**Run 1: met1 routing**

Cells faint in the background.
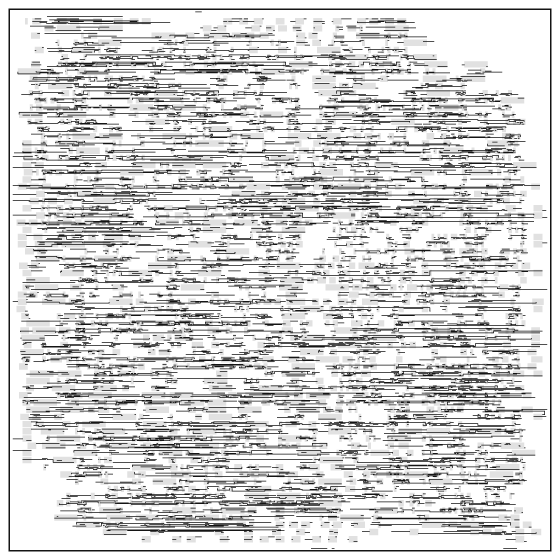
**Run 1: the metal 2 layer**

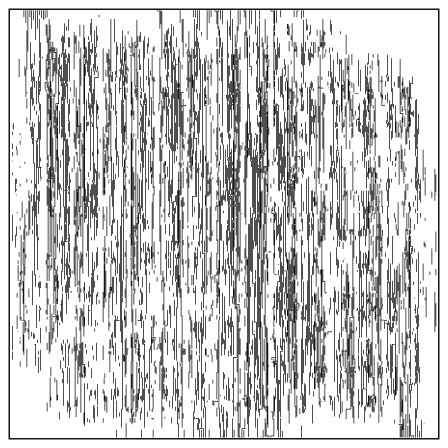
**Run 1: M4 wires**

Cells faint in the background.
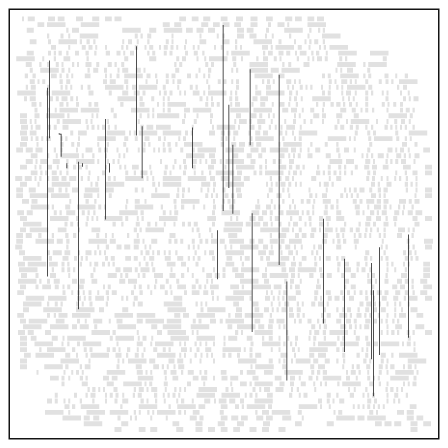
$ cat config.mk
export PLATFORM = sky130hd
export DESIGN_NAME = hwpe_stream_realign_ctrl
export DESIGN_NICKNAME = d
export VERILOG_FILES = /design/src/rtl/hwpe_stream_package.sv /design/src/rtl/hwpe_stream_realign_strb_gen.sv /design/src/rtl/hwpe_stream_realign_ctrl.sv
export SDC_FILE = /design/constraint.sdc
export NUM_CORES = 1
export LEC_CHECK = 0
export ABC_AREA = 1
export CELL_PAD_IN_SITES_DETAIL_PLACEMENT = 1
export CELL_PAD_IN_SITES_GLOBAL_PLACEMENT = 2
export CORE_MARGIN = 2
export CORE_UTILIZATION = 32
export CTS_BUF_LIST = sky130_fd_sc_hd__clkbuf_16
export DETAILED_ROUTE_END_ITERATION = 8
export PLACE_DENSITY_LB_ADDON = 0.1
export SLEW_MARGIN = 10
export SYNTH_ARGS = -nofsm -noshare
export SYNTH_HDL_FRONTEND = slang
export SYNTH_SLANG_ARGS = --single-unit
$ cat constraint.sdc
create_clock -name clk_i -period 3.54 [get_ports clk_i]
set_input_delay 1.062 -clock clk_i [delete_from_list [all_inputs] [get_ports clk_i]]
set_output_delay 1.062 -clock clk_i [all_outputs]
set_load 0.005 [all_outputs]
$ cat src/rtl/hwpe_stream_package.sv
// Shared hwpe-stream types: realigner control word, realign job descriptor
// and the realign sequencer state encoding.
package hwpe_stream_package;

  localparam int unsigned REALIGN_LEN_W = 16;

  typedef struct packed {
    logic                     enable;
    logic                     realign;
    logic                     first;
    logic                     last;
    logic                     last_packet;
    logic [REALIGN_LEN_W-1:0] line_length;
  } ctrl_realign_t;

  // Register-file view of one strided 2D read job.
  typedef struct packed {
    logic [31:0] base_addr;
    logic [15:0] line_length;
    logic [31:0] line_stride;
    logic [15:0] num_lines;
  } realign_job_t;

  typedef enum logic [1:0] {
    RA_IDLE  = 2'd0,
    RA_ISSUE = 2'd1,
    RA_DONE  = 2'd2
  } realign_state_e;

endpackage

$ cat src/rtl/hwpe_stream_realign_strb_gen.sv
// Per-word byte strobe and first/last flags for a possibly misaligned line.
// Purely combinational so both the coupled and decoupled counters can share it.
module hwpe_stream_realign_strb_gen
  import hwpe_stream_package::*;
#(
  parameter int unsigned BE        = 4,
  parameter int unsigned CNT_WIDTH = 16,
  parameter int unsigned OW        = $clog2(BE)
) (
  input  logic [OW-1:0]        offset,
  input  logic                 realign,
  input  logic [CNT_WIDTH-1:0] word_cnt,
  input  logic [CNT_WIDTH:0]   num_words,
  output logic [BE-1:0]        strb,
  output logic                 first,
  output logic                 last
);

  localparam logic [BE-1:0] ONES = '1;

  logic [CNT_WIDTH:0] last_idx;

  assign last_idx = num_words - (CNT_WIDTH+1)'(1);
  assign first    = (word_cnt == '0);
  assign last     = ({1'b0, word_cnt} == last_idx);

  // A misaligned line drops the leading bytes of its first word and keeps
  // only those leading bytes on the extra trailing word.
  always_comb begin
    strb = ONES;
    if (realign) begin
      if (first)     strb = ONES << offset;
      else if (last) strb = ~(ONES << offset);
    end
  end

endmodule

$ cat src/rtl/hwpe_stream_realign_ctrl.sv
// Sequencer for strided, byte-misaligned 2D TCDM reads feeding the source
// realigner: one word-aligned request per handshake with matching ctrl/strobe.
module hwpe_stream_realign_ctrl
  import hwpe_stream_package::*;
#(
  parameter int unsigned DATA_WIDTH = 32,
  parameter int unsigned ADDR_WIDTH = 32,
  parameter int unsigned CNT_WIDTH  = 16,
  parameter int unsigned BE         = DATA_WIDTH/8,
  parameter int unsigned OW         = $clog2(BE)
) (
  input  logic                  clk_i,
  input  logic                  rst_ni,
  input  logic                  clear_i,
  input  logic                  start_i,
  input  logic [ADDR_WIDTH-1:0] base_addr_i,
  input  logic [CNT_WIDTH-1:0]  line_length_i,
  input  logic [ADDR_WIDTH-1:0] line_stride_i,
  input  logic [CNT_WIDTH-1:0]  num_lines_i,
  output logic                  req_valid_o,
  input  logic                  req_ready_i,
  output logic [ADDR_WIDTH-1:0] req_addr_o,
  output logic [BE-1:0]         req_strb_o,
  output ctrl_realign_t         ctrl_o,
  output logic                  busy_o,
  output logic                  done_o
);

  localparam logic [ADDR_WIDTH-1:0] ALIGN_MASK = ~ADDR_WIDTH'(BE-1);
  localparam logic [ADDR_WIDTH-1:0] WORD_STEP  = ADDR_WIDTH'(BE);

  realign_state_e state_q, state_d;

  logic [ADDR_WIDTH-1:0] line_base_q, addr_q, stride_q;
  logic [CNT_WIDTH-1:0]  word_cnt_q, line_cnt_q, len_q, nlines_q;
  logic [OW-1:0]         off_q;
  logic                  rflag_q;
  logic [BE-1:0]         strb_q;
  logic                  first_q, last_q;

  logic                  start_ok, job_empty, hs, line_last, job_last;
  logic [CNT_WIDTH:0]    num_words_q;
  logic [ADDR_WIDTH-1:0] next_line_base;

  logic [OW-1:0]         gen_off;
  logic                  gen_r;
  logic [CNT_WIDTH-1:0]  gen_cnt;
  logic [CNT_WIDTH:0]    gen_w;
  logic [BE-1:0]         gen_strb;
  logic                  gen_first, gen_last;

  assign start_ok       = (state_q == RA_IDLE) && start_i;
  assign job_empty      = (line_length_i == '0) || (num_lines_i == '0);
  assign hs             = (state_q == RA_ISSUE) && req_ready_i;
  assign num_words_q    = {1'b0, len_q} + {{CNT_WIDTH{1'b0}}, rflag_q};
  assign line_last      = (line_cnt_q == nlines_q - CNT_WIDTH'(1));
  // last_q always describes the word currently on the bus.
  assign job_last       = last_q && line_last;
  assign next_line_base = line_base_q + (stride_q & ALIGN_MASK);

  // ---------------- FSM ----------------
  always_ff @(posedge clk_i or negedge rst_ni) begin
    if (!rst_ni)      state_q <= RA_IDLE;
    else if (clear_i) state_q <= RA_IDLE;
    else              state_q <= state_d;
  end

  always_comb begin
    state_d = state_q;
    unique case (state_q)
      RA_IDLE:  if (start_i) state_d = job_empty ? RA_DONE : RA_ISSUE;
      RA_ISSUE: if (hs && job_last) state_d = RA_DONE;
      RA_DONE:  state_d = RA_IDLE;
      default:  state_d = RA_IDLE;
    endcase
  end

  always_comb begin
    req_valid_o = (state_q == RA_ISSUE);
    busy_o      = (state_q != RA_IDLE);
    done_o      = (state_q == RA_DONE);
  end

  // ---------------- strobe of the word about to be presented ----------------
  always_comb begin
    gen_off = off_q;
    gen_r   = rflag_q;
    gen_w   = num_words_q;
    gen_cnt = word_cnt_q;
    if (start_ok) begin
      gen_off = base_addr_i[OW-1:0];
      gen_r   = |base_addr_i[OW-1:0];
      gen_w   = {1'b0, line_length_i} + {{CNT_WIDTH{1'b0}}, gen_r};
      gen_cnt = '0;
    end else if (hs) begin
      gen_cnt = last_q ? '0 : word_cnt_q + CNT_WIDTH'(1);
    end
  end

  hwpe_stream_realign_strb_gen #(
    .BE        (BE),
    .CNT_WIDTH (CNT_WIDTH),
    .OW        (OW)
  ) i_strb_gen (
    .offset    (gen_off),
    .realign   (gen_r),
    .word_cnt  (gen_cnt),
    .num_words (gen_w),
    .strb      (gen_strb),
    .first     (gen_first),
    .last      (gen_last)
  );

  // ---------------- datapath ----------------
  always_ff @(posedge clk_i or negedge rst_ni) begin
    if (!rst_ni) begin
      line_base_q <= '0;
      addr_q      <= '0;
      stride_q    <= '0;
      word_cnt_q  <= '0;
      line_cnt_q  <= '0;
      len_q       <= '0;
      nlines_q    <= '0;
      off_q       <= '0;
      rflag_q     <= 1'b0;
      strb_q      <= '0;
      first_q     <= 1'b0;
      last_q      <= 1'b0;
    end else if (clear_i) begin
      line_base_q <= '0;
      addr_q      <= '0;
      stride_q    <= '0;
      word_cnt_q  <= '0;
      line_cnt_q  <= '0;
      len_q       <= '0;
      nlines_q    <= '0;
      off_q       <= '0;
      rflag_q     <= 1'b0;
      strb_q      <= '0;
      first_q     <= 1'b0;
      last_q      <= 1'b0;
    end else if (start_ok) begin
      off_q       <= base_addr_i[OW-1:0];
      rflag_q     <= |base_addr_i[OW-1:0];
      len_q       <= line_length_i;
      nlines_q    <= num_lines_i;
      stride_q    <= line_stride_i;
      line_base_q <= base_addr_i & ALIGN_MASK;
      addr_q      <= base_addr_i & ALIGN_MASK;
      word_cnt_q  <= '0;
      line_cnt_q  <= '0;
      if (!job_empty) begin
        strb_q  <= gen_strb;
        first_q <= gen_first;
        last_q  <= gen_last;
      end
    end else if (hs) begin
      if (job_last) begin
        strb_q  <= '0;
        first_q <= 1'b0;
        last_q  <= 1'b0;
      end else begin
        if (last_q) begin
          word_cnt_q  <= '0;
          line_cnt_q  <= line_cnt_q + CNT_WIDTH'(1);
          line_base_q <= next_line_base;
          addr_q      <= next_line_base;
        end else begin
          word_cnt_q  <= word_cnt_q + CNT_WIDTH'(1);
          addr_q      <= addr_q + WORD_STEP;
        end
        strb_q  <= gen_strb;
        first_q <= gen_first;
        last_q  <= gen_last;
      end
    end
  end

  assign req_addr_o = addr_q;
  assign req_strb_o = strb_q;

  always_comb begin
    ctrl_o             = '0;
    ctrl_o.enable      = (state_q != RA_IDLE);
    ctrl_o.realign     = rflag_q;
    ctrl_o.first       = first_q;
    ctrl_o.last        = last_q;
    ctrl_o.last_packet = 1'b0;
    ctrl_o.line_length = REALIGN_LEN_W'(len_q);
  end

endmodule

==> results_dict.tcl, run 1 <==
# yosys + openroad results
set metrics [dict create \
    htreeDepth 4 \
    cts_tree "done" \
    edf_count 0 \
    port_buffers 157 \
    ys_cells 1877 \
    drc 0 \
    peakVddDrop_mv 0.412 \
    rows 73 \
    placed_cell_area_sq_mm 0.0158 \
    overflow 0 \
    critPathTopFamily "simple AND/OR/NAND/NOR gates" \
    cp-start-kind "input pin" \
    yosys_warnings 0 \
    path_class "in2reg" \
    cts_hold_buf 0 \
    wl_per_cell_microns 19.2 \
    finalWorstPathRequiredPeriod_ns 3.31 \
    p_per_area_mw_per_mm2 634 \
    cpMostUsedCell "nand2_1" \
    grt_max_degree 58 \
    gp_congestion 0.895 \
    ys_ff 166 \
    crit_chain "clkbuf_2 -> inv_2 -> nand2_4 -> ha_4 -> ha_4 -> nand3b_1 -> nand2_2 -> buf_6 -> nand2_2 -> nor2_4 -> nand3_4 -> nor2_4 -> nand4_1 -> nand3_1 -> nand3_1 -> nor2_1 -> nand2_1 -> nor2_4 -> nand3_4 -> o21ai_2 -> nand2_1 -> nand2_1 -> nand2_1" \
    first_iter_violations 557 \
    nets 2275 \
    hold_ws_ns 0.492 \
    clk_path_buf_depth 2 \
    clkTransAtPathRegs_ns 0.07 \
    status "completed" \
    maxCapViolations 0 \
    drv_slew 0 \
    via_per_inst 5.15 \
    critical_path_required_ns 3.89 \
    cellLeakagePower_nw 7.83 \
    ant_nets 0 \
    final_area_sq_mm 0.0165 \
    critPathSlowestCell "ha_4" \
    yosysSeqAreaShare_pct 32.4 \
    drive_above_1_share_pct 13.4 \
    first_pass_iters 5 \
    die_w_microns 204 \
    ff_type "dfrtp_1" \
    die_h_microns 204 \
    dieArea_sq_mm 0.0417 \
    setup.worst_path.end_class "flip-flop" \
    syn_inst 1877 \
    antenna_found_initial 2 \
    grt_pass1_vias 14400 \
    final_util_pct 41.7 \
    cts_sinks 166 \
    synth_cell_types 57 \
    hold_viol 0 \
    finalCritPeriodShare_pct 93.5 \
    cpPeakStageDelay_ns 0.20 \
    num_io_pins 161 \
    fp_util_pct 32.3 \
    fmax_mhz 302 \
    warnings 28 \
    critPathMaxFanout 6 \
    area_growth_pct 29.1 \
    async_reset_ff_share_pct 100 \
    core_sq_mm 0.0396 \
    syn_nets 2017 \
    slew_headroom_pct 46.2 \
    worst_pin_slew_ns 0.801 \
    clock_latency_ns 0.47 \
    grt_pass1_wl_microns 80000 \
    cts_root_buf "clkbuf_16" \
    track_usage_pct 24.9 \
    finalSetupViolCount 0 \
    hold_path_class "reg2reg" \
    syn_area_per_cell_sq_um 6.83 \
    ys_chip_area_sq_mm 0.0128 \
    path_buffers 3 \
    cp.arrival_ns 3.66 \
    dp_hpwl_microns 40200 \
    clock_skew_ns 0.0144 \
    antenna_cells 0 \
    cts_buffers 17 \
    synth_area_sq_mm 0.0128 \
]
About 'met1 routing':
main direction	horizontal
wire length on this layer	22.8 mm
longest straight run	58.4 microns
nets with wire on the layer	2121
share of all routed wire	44%
met1 Use GR: 31.2%
Total Routed Length: 51200 microns
DR vias: 13800

About 'the metal 2 layer':
share of all routed wire	51%
longest straight run	109 microns
main direction	vertical
wire length on this layer	26.1 mm
nets with wire on the layer	1982
GR Layer Usage met2: 44.7%

About 'M4 wires':
nets with wire on the layer	20
wire length on this layer	1050 microns

run 1: cells in the mapped netlist (17+ instances only):
cell	instances	share of area, %
nor2_1	156	4.6
a21oi_1	53	2.1
a22o_1	37	2.5
o21ai_0	136	5.3
xnor2_1	18	1.2
xor2_1	41	2.8
dfrtp_1	166	32
inv_1	184	5.4
nand3_1	173	6.8
nor4_1	19	0.93
o22ai_1	25	1.2
clkbuf_1	32	0.94
nor2_2	17	0.83
nand2_1	542	16
nand4_1	41	2.0
nor3_1	30	1.2
ha_1	38	3.7
run 1: per-stage QoR:
| step | TNS [ns] | setup slack, ns | cells | total power [mW] |
|---|---|---|---|---|
| finish | 0 | 0.231 | 2673 | 10.5 |
| global route | -0.0171 | -0.0171 | 2673 | 11.3 |
| CTS | 0 | 0.00297 | 2664 | 10.5 |
| detailed placement | -6.04 | -0.895 | 2631 | 8.52 |
| global placement | -4.44 | -0.792 | 2631 | 8.42 |
| floorplan | 0 | 0.0968 | 1877 | 6.12 |
run 1: timing repair:
action,in CTS,in global routing
gates resized,18,34
setup buffers,1,9
setup endpoints to repair,5,21
pin swaps,16,23
cloned,0,0
run 1: cell usage in the layout, fill, tap and decap left out, types with 19 or more instances in the layout:
master / count
nor3_1: 30
dfrtp_1: 166
clkdlybuf4s50_1: 147
a22o_1: 37
inv_1: 182
o22ai_1: 25
nand4_1: 41
buf_4: 143
nor2_1: 150
nand2_1: 532
nand3_1: 171
nand2_2: 20
xor2_1: 41
nor4_1: 19
a21oi_1: 53
o21ai_0: 134
ha_1: 35
run 1: cell type report:
type,count,area (sq um)
clock buffer,17,425
clock inverter,15,131
fill,5047,23100
inverter,194,731
multi-input combinational,1450,7720
sequential,166,4150
tap,525,657
timing repair buffer,306,2730
run 1: metal layers:
metal	vias up	wire, microns	global-route usage, %	part of all wire, %
met5	-	18	0	0.035
met4	4	1050	6.34	2.1
met3	52	1310	3.25	2.6
met2	191	26100	44.7	51
met1	6727	22800	31.2	44
li1	6791	-	-	-
run 1: sequential cells by signal, indices dropped and copies added, names as in the netlist:
register     flops
len_q           16
word_cnt_q      16
line_base_q     30
line_cnt_q      16
first_q          1
stride_q        30
last_q           1
off_q            2
req_strb_o       4
req_addr_o      31
nlines_q        16
state_q          2
rflag_q          1
run 1: cell families after synthesis:
logic type,after synthesis,synth area share [%]
adders and majority gates,39,3.86
DFF,166,32.4
AOI/OAI and AO/OA,316,14.9
buffers and inverters,261,8.52
xor gates and xnor gates,59,4.03
other,1,0.0293
and+or+nand+nor,1035,36.2
run 1: worst paths after layout:
| path | startpoint | endpoint | slack (ns) | cells past startpoint |
|---|---|---|---|---|
| min reg2reg | first_q | first_q | 0.49 | 2 |
| max reg2reg | stride_q[2] | req_addr_o[26] | 0.33 | 16 |
| max in group asynchronous | rst_ni | line_base_q[7] | 2.11 | 2 |
| max | base_addr_i[0] | req_strb_o[2] | 0.23 | 23 |
| min in group asynchronous | rst_ni | len_q[15] | 0.57 | 1 |
| min | first_q | first_q | 0.49 | 2 |
run 1: power by group:
part,switching (mW),internal (mW),leakage [nW],total [mW]
clock,0.899,0.971,0.274,1.87
combinational,3.42,2.30,5.33,5.72
sequential,0.523,2.38,2.23,2.90
total,4.84,5.65,7.83,10.5
==> run 1 -> run 2 <==
Settings changed: HOLD_SLACK_MARGIN from default to 0.08.
**Run 2: track usage over the die**

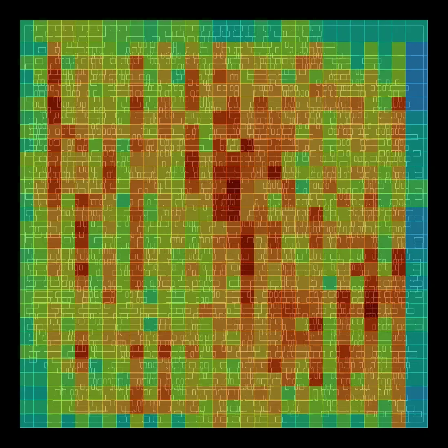
GRT met3 Usage: 3.25%
Most Used Layer, Global Route: met2
WL/cell: 19.2 microns
gr usage total: 24.9%
Layout Utilization: 41.7%

==> results_dict.tcl, run 2 <==
# yosys + openroad results
set metrics [dict create \
    crit_chain "clkbuf_2 -> inv_2 -> nand2_4 -> ha_4 -> ha_4 -> nand3b_1 -> nand2_2 -> buf_6 -> nand2_2 -> nor2_4 -> nand3_4 -> nor2_4 -> nand4_1 -> nand3_1 -> nand3_1 -> nor2_1 -> nand2_1 -> nor2_4 -> nand3_4 -> o21ai_2 -> nand2_1 -> nand2_1 -> nand2_1" \
    vias 13800 \
    grt_pass1_wl_microns 80000 \
    cts_root_buf "clkbuf_16" \
    first_pass_iters 5 \
    rr_worst_depth 16 \
    antenna_found_initial 2 \
    drv_slew 0 \
    htreeDepth 4 \
    area_growth_pct 29.1 \
    synth_area_sq_mm 0.0128 \
    hold_path_end "first_q" \
    seqPwrFrac_pct 27.6 \
    syn_inst 1877 \
    synth_cell_types 57 \
    drc 0 \
    rows 73 \
    final_cell_mix "532 x nand2_1, 182 x inv_1, 171 x nand3_1, 166 x dfrtp_1, 150 x nor2_1" \
    edf_count 0 \
    syn_area_per_cell_sq_um 6.83 \
    cellLeakagePower_nw 7.83 \
    grt_max_degree 58 \
    critPathMaxFanout 6 \
    syn_nets 2017 \
    clkTransAtPathRegs_ns 0.07 \
    dp_hpwl_microns 40200 \
    netSwitchingFraction_pct 46.1 \
    worstReg2RegStart "stride_q[2]" \
    worst_pin_slew_ns 0.801 \
    most_common_cell "nand2_1" \
    holdPathStages 2 \
    p_total_mw 10.5 \
    hold_path_class "reg2reg" \
    core_sq_mm 0.0396 \
    finalWorstPathRequiredPeriod_ns 3.31 \
    final_area_sq_mm 0.0165 \
    port_buffers 157 \
    hold_viol 0 \
    maxCapViolations 0 \
    p_clk_share_pct 17.8 \
    status "completed" \
    synthTopCellsByCount "542 x nand2_1, 184 x inv_1, 173 x nand3_1" \
    async_reset_ff_share_pct 100 \
    peakVddDrop_mv 0.412 \
    top_area_cell "dfrtp_1" \
    first_iter_violations 557 \
    cpMostUsedCell "nand2_1" \
    antenna_cells 0 \
    synthTopCellsByArea "dfrtp_1 32%, nand2_1 16%, nand3_1 6.8%" \
    setup.worst_path.end_class "flip-flop" \
    finalCritPeriodShare_pct 93.5 \
    drive_above_1_share_pct 13.4 \
    hold_ws_ns 0.492 \
    r2r-end "req_addr_o[26]" \
    nets 2275 \
    placed_cell_area_sq_mm 0.0158 \
    clock_skew_ns 0.0144 \
    die_h_microns 204 \
    fp_util_pct 32.3 \
    clock_latency_ns 0.47 \
    finalSetupViolCount 0 \
    yosysSeqAreaShare_pct 32.4 \
    cts_sinks 166 \
    ys_cells 1877 \
    worstHoldStart "first_q" \
]
==> run 2: metrics by stage <==
stage / setup TNS (ns) / instances / setup WS [ns]
2_1_floorplan: 0 / 1877 / 0.0968
3_3_place_gp: -4.44 / 2631 / -0.792
3_5_place_dp: -6.04 / 2631 / -0.895
4_1_cts: 0 / 2664 / 0.00297
5_1_grt: -0.0171 / 2673 / -0.0171
6_report: 0 / 2673 / 0.231
==> run 2: worst max-delay path by stage <==
stage / from / to / slack, ns / cells past startpoint
after floorplan: base_addr_i[1] / req_strb_o[2] / 0.1 / 24
after global placement: base_addr_i[0] / req_strb_o[2] / -0.79 / 26
after detailed placement: base_addr_i[0] / req_strb_o[2] / -0.89 / 25
after CTS: line_length_i[2] / req_strb_o[2] / 0.003 / 21
after global routing: line_length_i[6] / req_strb_o[2] / -0.02 / 20
final: base_addr_i[0] / req_strb_o[2] / 0.23 / 23
==> run 2: kinds of logic after synthesis <==
logic type | share of synthesized area [%]
buf+inv | 8.52
other cells | 0.0293
flops | 32.4
compound gates | 14.9
xor+xnor | 4.03
fa+ha+maj | 3.86
simple gates | 36.2
==> run 2: critical path: cells and delay by family <==
kind,cells,cell delay (ns)
adder cells (fa/ha/maj),2,0.38
AND/OR/NAND/NOR,17,1.86
AND-OR/OR-AND,1,0.08
buffers and inverters,3,0.28
==> run 2: area by class of cell <==
cell class,count,area (sq um)
clock inverters,15,131
inverters,194,731
repair buffers,306,2730
clock buffers,17,425
multi-input cells,1450,7720
well taps,525,657
flip-flops and latches,166,4150
fillers,5047,23100
==> run 2: power groups by stage <==
| stage | combinational (mW) | clock, mW | sequential (mW) |
|---|---|---|---|
| after floorplan | 3.35 | 0 | 2.77 |
| after global placement | 5.50 | 0 | 2.93 |
| after detailed placement | 5.59 | 0 | 2.93 |
| after CTS | 5.66 | 1.91 | 2.91 |
| after global routing | 6.39 | 1.99 | 2.97 |
| final | 5.72 | 1.87 | 2.90 |
==> run 2: per-layer routing <==
metal | global-route usage, % | wire [microns] | share of wire (%) | vias up
li1 | - | - | - | 6791
met1 | 31.2 | 22800 | 44 | 6727
met2 | 44.7 | 26100 | 51 | 191
met3 | 3.25 | 1310 | 2.6 | 52
met4 | 6.34 | 1050 | 2.1 | 4
met5 | 0 | 18 | 0.035 | -
==> run 2: what timing repair did <==
action,4_1_cts,5_1_grt
gates resized,18,34
pin swaps,16,23
setup endpoints to repair,5,21
setup buffers,1,9
Power is estimated from default activity; no workload was simulated.
